File: src/rtl/alu_op_sequencer.sv
// ============================================================================
// alu_op_sequencer
// ----------------------------------------------------------------------------
// Moore control unit that sequences one register-register ALU instruction
// through the CPU datapath for every accepted start pulse:
//   fetch     T0 .. T2   (T1 waits for memory, with a timeout)
//   operand   T3 .. T4
//   writeback T5 [, T6]
// Each output is a register. Its value is decoded from the next state, so a
// control line is valid for the whole cycle of the state it belongs to.
//
// Instruction fields come from the datapath IR:
//   op = ir[31:27], Ra = ir[26:23], Rb = ir[22:19], Rc = ir[18:15]
//
// Build option:
//   ALU_MULDIV_EN  defined   -> mul (01111) and div (10000) are legal. T4 also
//                               loads ZHI. T5 moves ZLO->LO and T6 moves
//                               ZHI->HI. No general register is written.
//   ALU_MULDIV_EN  undefined -> mul/div are illegal opcodes. There is no T6.
//                               HIin, Loin and ZHIin are tied low.
//
// Parameters:
//   MEM_TIMEOUT  cycles spent in T1 without mem_rdy before abort (1..255)
//
// Ports:
//   clk           in   clock, rising-edge
//   clr           in   synchronous reset, active-low
//   start         in   begin one instruction (sampled only in IDLE)
//   mem_rdy       in   memory read data valid
//   ir[31:0]      in   IR contents from the datapath
//   PCout .. Loin out  datapath enables, one bit each
//   Rout[15:0]    out  one-hot register-to-bus select
//   Rin[15:0]     out  one-hot register load enable
//   ALUSelection  out  ALU opcode, non-zero only in T4
//   busy          out  high in every state except IDLE
//   done          out  one-cycle pulse in the final writeback cycle
//   err           out  sticky error: illegal opcode or memory timeout
// ============================================================================
module alu_op_sequencer #(
    parameter int unsigned MEM_TIMEOUT = 32'd16
) (
    input  logic        clk,
    input  logic        clr,
    input  logic        start,
    input  logic        mem_rdy,
    input  logic [31:0] ir,
    output logic        PCout,
    output logic        MARin,
    output logic        IncPC,
    output logic        PCin,
    output logic        Read,
    output logic        MDRin,
    output logic        MDRout,
    output logic        IRin,
    output logic        Yin,
    output logic        Yout,
    output logic        Zin,
    output logic        ZLOin,
    output logic        ZHIin,
    output logic        ZLOout,
    output logic        ZHIout,
    output logic        HIin,
    output logic        Loin,
    output logic [15:0] Rout,
    output logic [15:0] Rin,
    output logic [4:0]  ALUSelection,
    output logic        busy,
    output logic        done,
    output logic        err
);

    // ------------------------------------------------------------------------
    // Opcodes
    // ------------------------------------------------------------------------
    localparam logic [4:0] OP_ADD  = 5'b00011;
    localparam logic [4:0] OP_SUB  = 5'b00100;
    localparam logic [4:0] OP_AND  = 5'b00101;
    localparam logic [4:0] OP_OR   = 5'b00110;
    localparam logic [4:0] OP_SHR  = 5'b00111;
    localparam logic [4:0] OP_SHRA = 5'b01000;
    localparam logic [4:0] OP_SHL  = 5'b01001;
    localparam logic [4:0] OP_ROR  = 5'b01010;
    localparam logic [4:0] OP_ROL  = 5'b01011;
    localparam logic [4:0] OP_MUL  = 5'b01111;
    localparam logic [4:0] OP_DIV  = 5'b10000;
    localparam logic [4:0] OP_NEG  = 5'b10001;
    localparam logic [4:0] OP_NOT  = 5'b10010;

    // The timer holds the number of completed T1 cycles. Leaving on this
    // value makes T1 last exactly MEM_TIMEOUT cycles.
    localparam logic [7:0] TIMEOUT_LAST_C = 8'(MEM_TIMEOUT - 32'd1);

    // ------------------------------------------------------------------------
    // Types
    // ------------------------------------------------------------------------
    typedef enum logic [2:0] {
        S_IDLE = 3'd0,
        S_T0   = 3'd1,
        S_T1   = 3'd2,
        S_T2   = 3'd3,
        S_T3   = 3'd4,
        S_T4   = 3'd5,
        S_T5   = 3'd6
`ifdef ALU_MULDIV_EN
        ,
        S_T6   = 3'd7
`endif
    } state_t;

    // Control lines that exist in every build. ZHIin, HIin and Loin are
    // handled separately because they only exist with mul/div enabled.
    typedef struct packed {
        logic        pc_out;
        logic        mar_in;
        logic        inc_pc;
        logic        pc_in;
        logic        read;
        logic        mdr_in;
        logic        mdr_out;
        logic        ir_in;
        logic        y_in;
        logic        y_out;
        logic        z_in;
        logic        zlo_in;
        logic        zlo_out;
        logic        zhi_out;
        logic [15:0] r_out;
        logic [15:0] r_in;
        logic [4:0]  alu_sel;
        logic        busy;
        logic        done;
    } ctl_t;

    // ------------------------------------------------------------------------
    // Helper functions
    // ------------------------------------------------------------------------
    function automatic logic [15:0] reg_onehot(input logic [3:0] idx);
        reg_onehot = 16'h0001 << idx;
    endfunction

    function automatic logic op_is_unary(input logic [4:0] op);
        op_is_unary = (op == OP_NEG) || (op == OP_NOT);
    endfunction

`ifdef ALU_MULDIV_EN
    function automatic logic op_is_muldiv(input logic [4:0] op);
        op_is_muldiv = (op == OP_MUL) || (op == OP_DIV);
    endfunction
`endif

    function automatic logic op_is_legal(input logic [4:0] op);
        case (op)
            OP_ADD, OP_SUB, OP_AND, OP_OR,
            OP_SHR, OP_SHRA, OP_SHL, OP_ROR, OP_ROL,
            OP_NEG, OP_NOT:  op_is_legal = 1'b1;
`ifdef ALU_MULDIV_EN
            OP_MUL, OP_DIV:  op_is_legal = 1'b1;
`endif
            default:         op_is_legal = 1'b0;
        endcase
    endfunction

    // ------------------------------------------------------------------------
    // Signals
    // ------------------------------------------------------------------------
    state_t      state_r;
    state_t      state_nxt_s;
    logic [7:0]  timer_r;
    logic [7:0]  timer_nxt_s;
    logic        err_r;
    logic        err_nxt_s;
    ctl_t        ctl_r;
    ctl_t        ctl_nxt_s;

    logic [4:0]  op_s;
    logic [3:0]  ra_s;
    logic [3:0]  rb_s;
    logic [3:0]  rc_s;
    logic        ir_unused_s;

    assign op_s        = ir[31:27];
    assign ra_s        = ir[26:23];
    assign rb_s        = ir[22:19];
    assign rc_s        = ir[18:15];
    assign ir_unused_s = ^ir[14:0];

`ifdef ALU_MULDIV_EN
    logic zhi_in_r;
    logic zhi_in_nxt_s;
    logic hi_in_r;
    logic hi_in_nxt_s;
    logic lo_in_r;
    logic lo_in_nxt_s;
`endif

    // Next-state, memory-wait timer and sticky error.
    always_comb begin
        state_nxt_s = state_r;
        timer_nxt_s = timer_r;
        err_nxt_s   = err_r;
        case (state_r)
            S_IDLE: begin
                if (start) begin
                    state_nxt_s = S_T0;
                    err_nxt_s   = 1'b0;
                end else begin
                    state_nxt_s = S_IDLE;
                end
            end
            S_T0: begin
                state_nxt_s = S_T1;
                timer_nxt_s = 8'd0;
            end
            S_T1: begin
                if (mem_rdy) begin
                    state_nxt_s = S_T2;
                    timer_nxt_s = 8'd0;
                end else if (timer_r >= TIMEOUT_LAST_C) begin
                    state_nxt_s = S_IDLE;
                    timer_nxt_s = 8'd0;
                    err_nxt_s   = 1'b1;
                end else begin
                    timer_nxt_s = timer_r + 8'd1;
                end
            end
            S_T2: begin
                // The opcode check is made here so that T3 can be decoded
                // as a dead cycle (every enable low) for an illegal opcode.
                // err was cleared on start, so in T3 it marks an illegal op.
                state_nxt_s = S_T3;
                if (op_is_legal(op_s)) begin
                    err_nxt_s = err_r;
                end else begin
                    err_nxt_s = 1'b1;
                end
            end
            S_T3: begin
                if (err_r) begin
                    state_nxt_s = S_IDLE;
                end else begin
                    state_nxt_s = S_T4;
                end
            end
            S_T4: begin
                state_nxt_s = S_T5;
            end
            S_T5: begin
`ifdef ALU_MULDIV_EN
                if (op_is_muldiv(op_s)) begin
                    state_nxt_s = S_T6;
                end else begin
                    state_nxt_s = S_IDLE;
                end
`else
                state_nxt_s = S_IDLE;
`endif
            end
`ifdef ALU_MULDIV_EN
            S_T6: begin
                state_nxt_s = S_IDLE;
            end
`endif
            default: begin
                state_nxt_s = S_IDLE;
                timer_nxt_s = 8'd0;
            end
        endcase
    end

    // Decode the control lines for the state being entered.
    always_comb begin
        ctl_nxt_s      = '0;
        ctl_nxt_s.busy = (state_nxt_s != S_IDLE);
`ifdef ALU_MULDIV_EN
        zhi_in_nxt_s   = 1'b0;
        hi_in_nxt_s    = 1'b0;
        lo_in_nxt_s    = 1'b0;
`endif
        case (state_nxt_s)
            S_IDLE: begin
                ctl_nxt_s.busy = 1'b0;
            end
            S_T0: begin
                ctl_nxt_s.pc_out = 1'b1;
                ctl_nxt_s.mar_in = 1'b1;
                ctl_nxt_s.inc_pc = 1'b1;
                ctl_nxt_s.z_in   = 1'b1;
                ctl_nxt_s.zlo_in = 1'b1;
            end
            S_T1: begin
                ctl_nxt_s.zlo_out = 1'b1;
                ctl_nxt_s.pc_in   = 1'b1;
                ctl_nxt_s.read    = 1'b1;
                ctl_nxt_s.mdr_in  = 1'b1;
            end
            S_T2: begin
                ctl_nxt_s.mdr_out = 1'b1;
                ctl_nxt_s.ir_in   = 1'b1;
            end
            S_T3: begin
                if (!err_nxt_s) begin
                    ctl_nxt_s.r_out = reg_onehot(rb_s);
                    ctl_nxt_s.y_in  = 1'b1;
                end else begin
                    ctl_nxt_s.r_out = 16'h0000;
                    ctl_nxt_s.y_in  = 1'b0;
                end
            end
            S_T4: begin
                ctl_nxt_s.y_out   = 1'b1;
                ctl_nxt_s.z_in    = 1'b1;
                ctl_nxt_s.zlo_in  = 1'b1;
                ctl_nxt_s.alu_sel = op_s;
                // Unary ops take their only operand from Rb.
                if (op_is_unary(op_s)) begin
                    ctl_nxt_s.r_out = reg_onehot(rb_s);
                end else begin
                    ctl_nxt_s.r_out = reg_onehot(rc_s);
                end
`ifdef ALU_MULDIV_EN
                zhi_in_nxt_s = 1'b1;
`endif
            end
            S_T5: begin
                ctl_nxt_s.zlo_out = 1'b1;
`ifdef ALU_MULDIV_EN
                if (op_is_muldiv(op_s)) begin
                    lo_in_nxt_s = 1'b1;
                end else begin
                    ctl_nxt_s.r_in = reg_onehot(ra_s);
                    ctl_nxt_s.done = 1'b1;
                end
`else
                ctl_nxt_s.r_in = reg_onehot(ra_s);
                ctl_nxt_s.done = 1'b1;
`endif
            end
`ifdef ALU_MULDIV_EN
            S_T6: begin
                ctl_nxt_s.zhi_out = 1'b1;
                ctl_nxt_s.done    = 1'b1;
                hi_in_nxt_s       = 1'b1;
            end
`endif
            default: begin
                ctl_nxt_s = '0;
            end
        endcase
    end

    // State, timer, error and output registers with synchronous clear.
    always_ff @(posedge clk) begin
        if (!clr) begin
            state_r  <= S_IDLE;
            timer_r  <= 8'd0;
            err_r    <= 1'b0;
            ctl_r    <= '0;
`ifdef ALU_MULDIV_EN
            zhi_in_r <= 1'b0;
            hi_in_r  <= 1'b0;
            lo_in_r  <= 1'b0;
`endif
        end else begin
            state_r  <= state_nxt_s;
            timer_r  <= timer_nxt_s;
            err_r    <= err_nxt_s;
            ctl_r    <= ctl_nxt_s;
`ifdef ALU_MULDIV_EN
            zhi_in_r <= zhi_in_nxt_s;
            hi_in_r  <= hi_in_nxt_s;
            lo_in_r  <= lo_in_nxt_s;
`endif
        end
    end

    // ------------------------------------------------------------------------
    // Output mapping
    // ------------------------------------------------------------------------
    assign PCout        = ctl_r.pc_out;
    assign MARin        = ctl_r.mar_in;
    assign IncPC        = ctl_r.inc_pc;
    assign PCin         = ctl_r.pc_in;
    assign Read         = ctl_r.read;
    assign MDRin        = ctl_r.mdr_in;
    assign MDRout       = ctl_r.mdr_out;
    assign IRin         = ctl_r.ir_in;
    assign Yin          = ctl_r.y_in;
    assign Yout         = ctl_r.y_out;
    assign Zin          = ctl_r.z_in;
    assign ZLOin        = ctl_r.zlo_in;
    assign ZLOout       = ctl_r.zlo_out;
    assign ZHIout       = ctl_r.zhi_out;
    assign Rout         = ctl_r.r_out;
    assign Rin          = ctl_r.r_in;
    assign ALUSelection = ctl_r.alu_sel;
    assign busy         = ctl_r.busy;
    assign done         = ctl_r.done;
    assign err          = err_r;

`ifdef ALU_MULDIV_EN
    assign ZHIin = zhi_in_r;
    assign HIin  = hi_in_r;
    assign Loin  = lo_in_r;
`else
    assign ZHIin = 1'b0;
    assign HIin  = 1'b0;
    assign Loin  = 1'b0;
`endif

endmodule

File: config.mk
export PLATFORM = sky130hd
export DESIGN_NAME = alu_op_sequencer
export DESIGN_NICKNAME = d
export VERILOG_FILES = /design/src/rtl/alu_op_sequencer.sv
export SDC_FILE = /design/constraint.sdc
export NUM_CORES = 1
export LEC_CHECK = 0
export ABC_AREA = 1
export CORE_ASPECT_RATIO = 1.1
export CORE_MARGIN = 4
export CORE_UTILIZATION = 44
export CTS_CLUSTER_DIAMETER = 60
export DETAILED_ROUTE_END_ITERATION = 8
export GPL_TIMING_DRIVEN = 0
export MAX_ROUTING_LAYER = met4
export PLACE_DENSITY_LB_ADDON = 0.1
export SYNTH_ARGS = -nofsm -noshare
export SYNTH_HDL_FRONTEND = slang
export SYNTH_SLANG_ARGS = --single-unit
File: constraint.sdc
create_clock -name clk -period 1.65 [get_ports clk]
set_input_delay 0.165 -clock clk [delete_from_list [all_inputs] [get_ports clk]]
set_output_delay 0.165 -clock clk [all_outputs]
set_load 0.005 [all_outputs]
==> changes_impl.md, run 1 <==
### Changed

* Final setup violation count at 0
* TritonCTS clock tree: yes
* Hold path start: ir[27]
* Sequential share of power at 47.1%
* GRT overflow at 0
* YS chip area at 2520 um2
* Synthesized cell area at 2520 um2
* PnR Total Power at 3080 uW
* Seq share, synth at 46.1%
* Crit-path max FO at 10
* Fin. Hold Viols at 0
* Multi-In Gates at 211
* Worst R2R Path Depth at 10
* First-pass GRT wire length at 9.85 mm
* Post-DP HPWL at 4.56 mm
* DRT met1 WL at 2.69 mm
* Total tool warning count at 43
* Combinational power at 386 uW
* Share of cells above drive strength 1 at 15.6%
* # Taps at 75
* Final hold slack at 178 ps
* Inverter count at 40
* Grt peak-use layer: met2
* Tot GR Track Use at 18.3%
* Die Span Y at 87.3 um
* 1st-pass router iterations at 4
* Clock-cell share at 5.11%
* Net Sw Frac at 25.5%
* Max-Cap Viols at 0
* Post-Syn Area per Cell at 7.75 um2
* Status: completed
* # IOs at 93
* FP Util at 46.1%
* VDD IR max at 425 uV
* Largest class: registers
* Clock network power share at 40.4%
* Crit path launch type: register
* # fillers at 512
* Die Size at 7000 um2
* Routed vias at 2429
* Slowest stage cell, crit path: dfxtp_1
* Pwr Density at 849 nW/um2
* Worst Path Arrival at 1810 ps
* Main power group: registers
* Placed cells at 475
* CP max stage delay at 320 ps
* Logic gate share of total power at 12.6%
* Post_cts resized at 7
* Hold-fix buffers, CTS at 0
* Core Footprint at 5470 um2
* Crit path max-delay family: simple AND/OR/NAND/NOR gates
* Net switching power at 785 uW
* Reg2reg start: state_r[2]
* Number of routed nets with antenna violations at 0
* Worst reg-to-reg setup slack at 100 ps
* Vias in the first global route at 2299
* Hold Path Class: in2reg
* Met2 wire len at 2.93 mm
* Latency at later pin at 320 ps
* Clock-pin slew of the registers on the worst-case setup and hold paths at 70 ps
* Largest net degree at the start of global routing at 11
* Critical Path RT at 1910 ps
* Number of buffers created by CTS at 9
* Nets at 457
* PortBufs at 72
* Area Overhead vs Synth at 43.9%
* Vias per cell at 4.89
* PnR worst setup slack at 98.4 ps
* Critical Path End Type: register
* MI comb area at 1130 um2
* Met3 WL at 295 um
* Worst-case clock buffer depth at 2
* Site row count at 28
* Post-Syn Instances at 325
* Commonest Layout Cell: clkdlybuf4s50_1
* CP bufs+invs at 3
* Non-clk buf share at 24.9%
* DRC at 0
* Clk sinks at 58
* Seq power at 1450 uW
* Most numerous logic cells after layout: 71 x clkdlybuf4s50_1, 54 x dfxtp_1, 53 x nor2_1, 42 x nand3_1, 36 x inv_1
* FF/Latch Area at 1170 um2
* Clock buffer count at 10
* Seq/total area at 32.2%
* Crit path to: Rout[11]
* Max H-tree Level at 3
* Met1 Use GR at 20.6%
* Number of slew-limit violations in the final report at 0
* Minimum clock period at 1550 ps
* Max layer used: met4
==> run 1: cell families after synthesis <==
| kind of cell | Yosys count | synth area share (%) |
|---|---|---|
| AOI/OAI and AO/OA | 59 | 15.0 |
| adders and majority gates | 4 | 1.99 |
| buffers and inverters | 59 | 10.7 |
| DFF | 58 | 46.1 |
| other | 1 | 0.149 |
| and+or+nand+nor | 144 | 26.0 |
==> run 1: worst min-delay path by stage <==
stage,end,slack (ps)
3_3_place_gp,timer_r[4],420
5_1_grt,ALUSelection[0],190
3_5_place_dp,timer_r[5],430
4_1_cts,Rout[12],400
2_1_floorplan,err,260
6_report,ALUSelection[0],180
==> run 1: per-stage QoR <==
stage | utilization, % | area [um2] | setup TNS, ps
floorplan | - | 2530 | 0
global placement | 61.2 | 3340 | -11750
detailed placement | 61.2 | 3340 | -12370
CTS | 65.7 | 3590 | 0
global route | 66.3 | 3620 | -44.8
finish | 66.3 | 3620 | 0
==> run 1: Yosys cell counts <==
cell type	n	share of area, %
nor2_4	2	0.89
nor3_1	2	0.40
nand3_1	43	8.5
inv_1	39	5.8
nand2_4	1	0.45
o21ai_0	20	4.0
a21oi_2	10	3.5
inv_2	1	0.15
nor2_2	1	0.25
nor2_1	53	7.9
conb_1	1	0.15
nor4_1	2	0.50
nand2_1	29	4.3
a31oi_1	1	0.25
a21oi_1	12	2.4
clkbuf_1	7	1.0
buf_6	1	0.45
nand3b_1	1	0.30
o21ai_2	2	0.70
nand4_1	10	2.5
dfxtp_1	58	46
ha_1	4	2.0
buf_4	11	3.3
o211ai_1	14	4.2
==> run 1: state kept, by name (all words and copies together) (netlist names), 3 cells and up <==
name	count
Rin	16
Rout	16
timer_r	8
ALUSelection	5
state_r	3
Run 1, floorplan with the power grid:
Pins as bars on the die edge. Tap cells in gray.
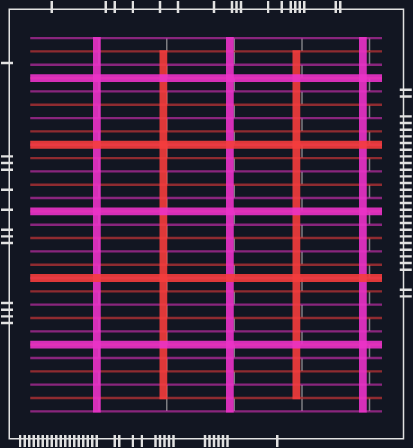
Key: magenta = VSS; red = VDD
5 straps on met5. 93 signal pins sit on the boundary. 29 met1 rails follow the rows. 5 straps on met4.

Run 1, routing congestion map:
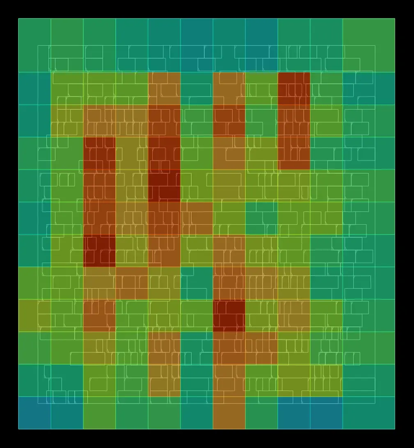
met3 Usage GRT: 4.66%
WL/cell: 12.1 um
met2 Use GR: 30.7%

Run 1, placement by cell class:
Scale bar: 20 um.
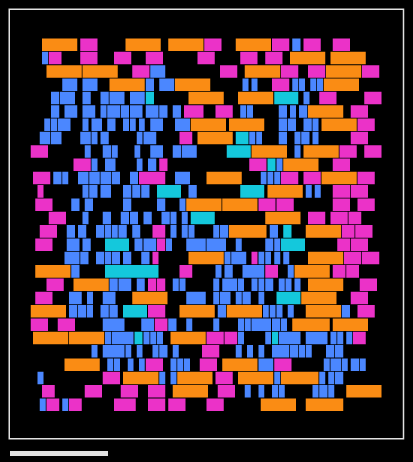
Key: cyan = clock drivers and dummy loads [cells 16]; blue = all other logic [cells 251]; orange = flops [cells 58]; magenta = other buffers and delay cells [cells 97]

Run 1, clock network drawn from the DEF:
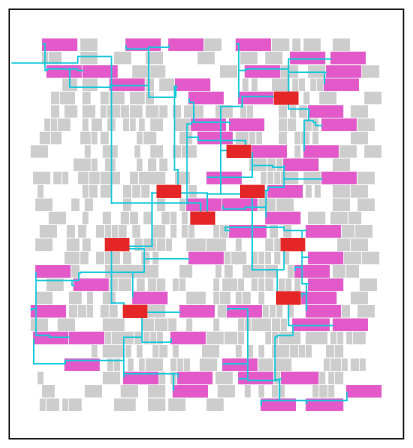
Key: magenta = flip-flops [count 58]; cyan = clock wires [length 730 um]; red = cells driving clock nets [count 9]
Position of the flops: all over the die.

==> run 2: changes to the inputs <==
--- a/config.mk
+++ b/config.mk
@@ -7,7 +7,6 @@
 export LEC_CHECK = 0
 export ABC_AREA = 1
 export CORE_ASPECT_RATIO = 1.1
-export CORE_MARGIN = 4
 export CORE_UTILIZATION = 44
 export CTS_CLUSTER_DIAMETER = 60
 export DETAILED_ROUTE_END_ITERATION = 8
==> changes_impl.md, run 2 <==
### Changed

* Total tool warning count at 43
* # IOs at 93
* Seq share, synth at 46.1%
* Worst Path Arrival at 1830 ps
* Final setup violation count at 0
* Site row count at 28
* Final setup TNS at 0 ps
* Status: completed
* Number of buffers created by CTS at 9
* Pwr Density at 888 nW/um2
* Net Sw Frac at 24.6%
* 1st-pass router iterations at 4
* Max-Cap Viols at 0
* Hold Path Class: in2reg
* Post-DP HPWL at 4.40 mm
* Number of slew-limit violations in the final report at 0
* Crit path max-delay family: simple AND/OR/NAND/NOR gates
* Crit path launch type: register
* Main area contributors: dfxtp_1 46%, nand3_1 8.5%, nor2_1 7.9%, inv_1 5.8%, nand2_1 4.3%
* Area Overhead vs Synth at 45.5%
* Number of routed nets with antenna violations at 0
* Vias in the first global route at 2151
* Hold-fix buffers, CTS at 0
* PortBufs at 72
* Die Span Y at 81.3 um
* Vias per cell at 4.93
* Post_cts resized at 4
* Synth logic family: simple AND/OR/NAND/NOR gates
* Clock network power share at 43.6%
* Critical Path RT at 1910 ps
* GRT overflow at 0
* FP Util at 46.4%
* Most numerous logic cells after layout: 71 x clkdlybuf4s50_1, 54 x dfxtp_1, 52 x nor2_1, 43 x nand3_1, 36 x inv_1
* Worst-case clock buffer depth at 2
* Fin. Hold Viols at 0
* WL/cell at 11.8 um
* Final hold slack at 159 ps
* Main power group: registers
[run 2: cell counts after synthesis]
No cell type changed its count.
[run 2: cell families (layout without fill, tap and decap cells)]
| group | Yosys count | in the layout |
|---|---|---|
| AND/OR/NAND/NOR | 144 | 144 |
| AND-OR/OR-AND | 59 | 59 |
| buffers and inverters | 59 | 153 |
| flip-flops | 58 | 58 |
| adder cells (fa/ha/maj) | 4 | 4 |
| other | 1 | 4 |
[run 2: worst register-to-register path: cells and delay by family, from the launching register on]
kind                     cells  cell delay, ps
buffers and inverters        1             170
flip-flops                   1             340
AND/OR/NAND/NOR              6             650
adder cells (fa/ha/maj)      1             190
AND-OR/OR-AND                1             160
[run 2: stage by stage]
step / power, uW / area (um2)
2_1_floorplan: 1670 / 2530
3_3_place_gp: 1830 / 3340
3_5_place_dp: 1830 / 3340
4_1_cts: 3250 / 3600
5_1_grt: 3390 / 3660
6_report: 3250 / 3660
[run 2: cell type report]
class                           count  area [um2]
Clock inverter                      7        93.8
Sequential cell                    58        1170
Inverter                           40         150
Multi-Input combinational cell    211        1130
Fill cell                         482        1770
Timing Repair Buffer               78         768
Tap cell                           75        93.8
Clock buffer                        9         124
Buffer                             19         133
[run 2: final timing paths]
path / start / end / slack (ps) / depth (start not counted)
setup / recovery: timer_r[0] / Rout[5] / 80 / 9
hold / removal: ir[27] / ALUSelection[0] / 160 / 3
setup reg to reg: timer_r[0] / Rout[5] / 80 / 9
hold reg to reg: timer_r[4] / timer_r[4] / 440 / 2
[run 2: per-layer routing]
layer / up-vias / wire [um] / global-route usage (%)
li1: 1253 / - / -
met1: 1108 / 2470 / 22.6
met2: 78 / 3050 / 37.1
met3: 11 / 256 / 4.96
met4: 0 / 101 / 9.62
met5: - / 0 / -
Run 2, sequential cells grouped by signal name:
Other sequential cells in the stronger gray, the rest of the logic in the fainter gray.
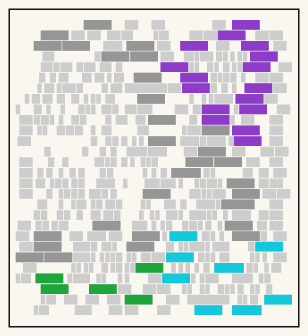
Key: purple = Rin [placed flops 16, where upper right]; cyan = timer_r [placed flops 8]; green = ALUSelection [placed flops 5]

Run 2, clock network drawn from the DEF:
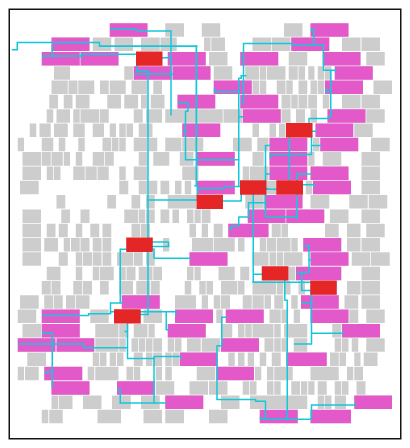
Key: red = cells driving clock nets [count 9]; magenta = flip-flops [count 58]; cyan = clock wires [length 725 um]
Position of the flops: all over the die.

==> run 3: changes to the inputs <==
--- a/config.mk
+++ b/config.mk
@@ -6,6 +6,7 @@
 export NUM_CORES = 1
 export LEC_CHECK = 0
 export ABC_AREA = 1
+export CAP_MARGIN = 20
 export CORE_ASPECT_RATIO = 1.1
 export CORE_UTILIZATION = 44
 export CTS_CLUSTER_DIAMETER = 60
==> changes_impl.md, run 3 <==
### Changed

* Status: completed
* Most frequent cells after synthesis: 58 x dfxtp_1, 53 x nor2_1, 43 x nand3_1
* Worst Path Arrival at 1830 ps
* Pwr Density at 888 nW/um2
* Crit-path max FO at 6
* First-pass GRT wire length at 9.30 mm
* Placed inst area at 3340 um2
* Seq share, synth at 46.1%
* Net Sw Frac at 24.6%
* DRC at 0
* Commonest Layout Cell: clkdlybuf4s50_1
* Reg2reg start: timer_r[0]
* Async set or reset register ratio after synthesis at 0%
* Final hold slack at 159 ps
* Worst Hold End: ALUSelection[0]
* Final instance area at 3660 um2
* Share of cells above drive strength 1 at 16.6%
* Worst-case clock buffer depth at 2
* Worst R2R Path Depth at 9
* Fin. Hold Viols at 0
* Number of slew-limit violations in the final report at 0
* Hold-fix buffers, CTS at 0
* Die Size at 6030 um2
* Post-Syn Area per Cell at 7.75 um2
* Die Span Y at 81.3 um
* FP Util at 46.4%
* Clock network power share at 43.6%
* GRT overflow at 0
* Synth Flop Type: dfxtp_1
* Most numerous logic cells after layout: 71 x clkdlybuf4s50_1, 54 x dfxtp_1, 52 x nor2_1, 43 x nand3_1, 36 x inv_1
* Net switching power at 800 uW
* Total tool warning count at 43
* Most frequent cell after synthesis: dfxtp_1
* Crit path to: Rout[5]
* Core Footprint at 5430 um2
* Tot GR Track Use at 21.3%
* Largest net degree at the start of global routing at 12
* Vias in the first global route at 2151
* Worst setup path startpoint: timer_r[0]
* Hold path depth at 3
* PortBufs at 72
* Area Overhead vs Synth at 45.5%
* PnR Total Power at 3250 uW
* Main area contributors: dfxtp_1 46%, nand3_1 8.5%, nor2_1 7.9%, inv_1 5.8%, nand2_1 4.3%
* Logic gate share of total power at 11.9%
* Sequential share of power at 44.5%
* Post-synth EDFFs at 0
* Clk sinks at 58
* 1st-pass router iterations at 4
-- run 3: cell type report --
class,instances,area [um2]
multi-input cells,211,1130
plain buffers,19,133
clock buffers,9,124
inverters,40,150
clock inverters,7,93.8
well taps,75,93.8
repair buffers,78,768
fillers,482,1770
flip-flops and latches,58,1170
-- run 3: worst max-delay path, stage by stage, from the launching register on --
cell and delay, ps:
dfxtp_2 340, ha_2 190, nand3_1 90, nand3_1 120, nand3_1 110, nand2_1 90
nor2_4 150, buf_4 170, nand3_1 90, a21oi_1 160
-- run 3: cells by family after synthesis --
family,synth area share [%]
AOI/OAI and AO/OA,15.0
other,0.149
and+or+nand+nor,26.0
buffers and inverters,10.7
adders and majority gates,1.99
DFF,46.1
-- run 3: metrics by stage --
stage	setup slack, ps	std cells	utilization, %
detailed placement	-505	475	61.6
finish	84.7	497	67.4
global placement	-499	475	61.6
CTS	3.20	495	66.3
floorplan	178	328	-
global route	-0.0751	497	67.4
-- run 3: per-layer routing --
layer	part of all wire [%]	vias to the layer above	track usage, %
met2	52	78	37.1
met5	0	-	-
met3	4.4	11	4.96
li1	-	1253	-
met4	1.7	0	9.62
met1	42	1108	22.6
-- run 3: power by group through the flow --
stage,sequential (uW),combinational [uW],clock (uW)
after floorplan,1470,192,0
after global placement,1470,352,0
after detailed placement,1480,356,0
after CTS,1440,370,1440
after global routing,1450,426,1510
final,1450,386,1420
-- run 3: timing repair --
item | 4_1_cts | 5_1_grt
resized | 4 | 26
pin swaps | 2 | 2
endpoints found under the setup margin | 13 | 40
cloned | 0 | 1
setup buffers | 4 | 1
Run 3, floorplan with the power grid:
Pins as bars on the die edge. Tap cells in gray.
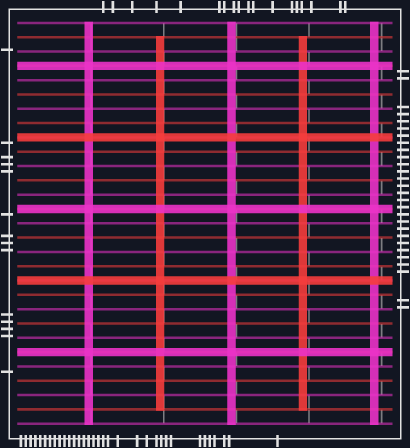
Key: magenta = VSS; red = VDD
93 signal pins sit on the boundary. 75 tap cells.

Run 3, clock network drawn from the DEF:
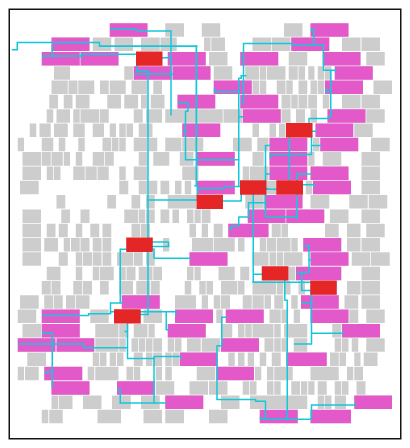
Key: cyan = clock wires [length 725 um]; red = cells driving clock nets [count 9]; magenta = flip-flops [count 58]
There are 10 routed clock nets. Position of the flops: all over the die.

Power figures rest on the tool's default switching activity, not on a simulated workload.
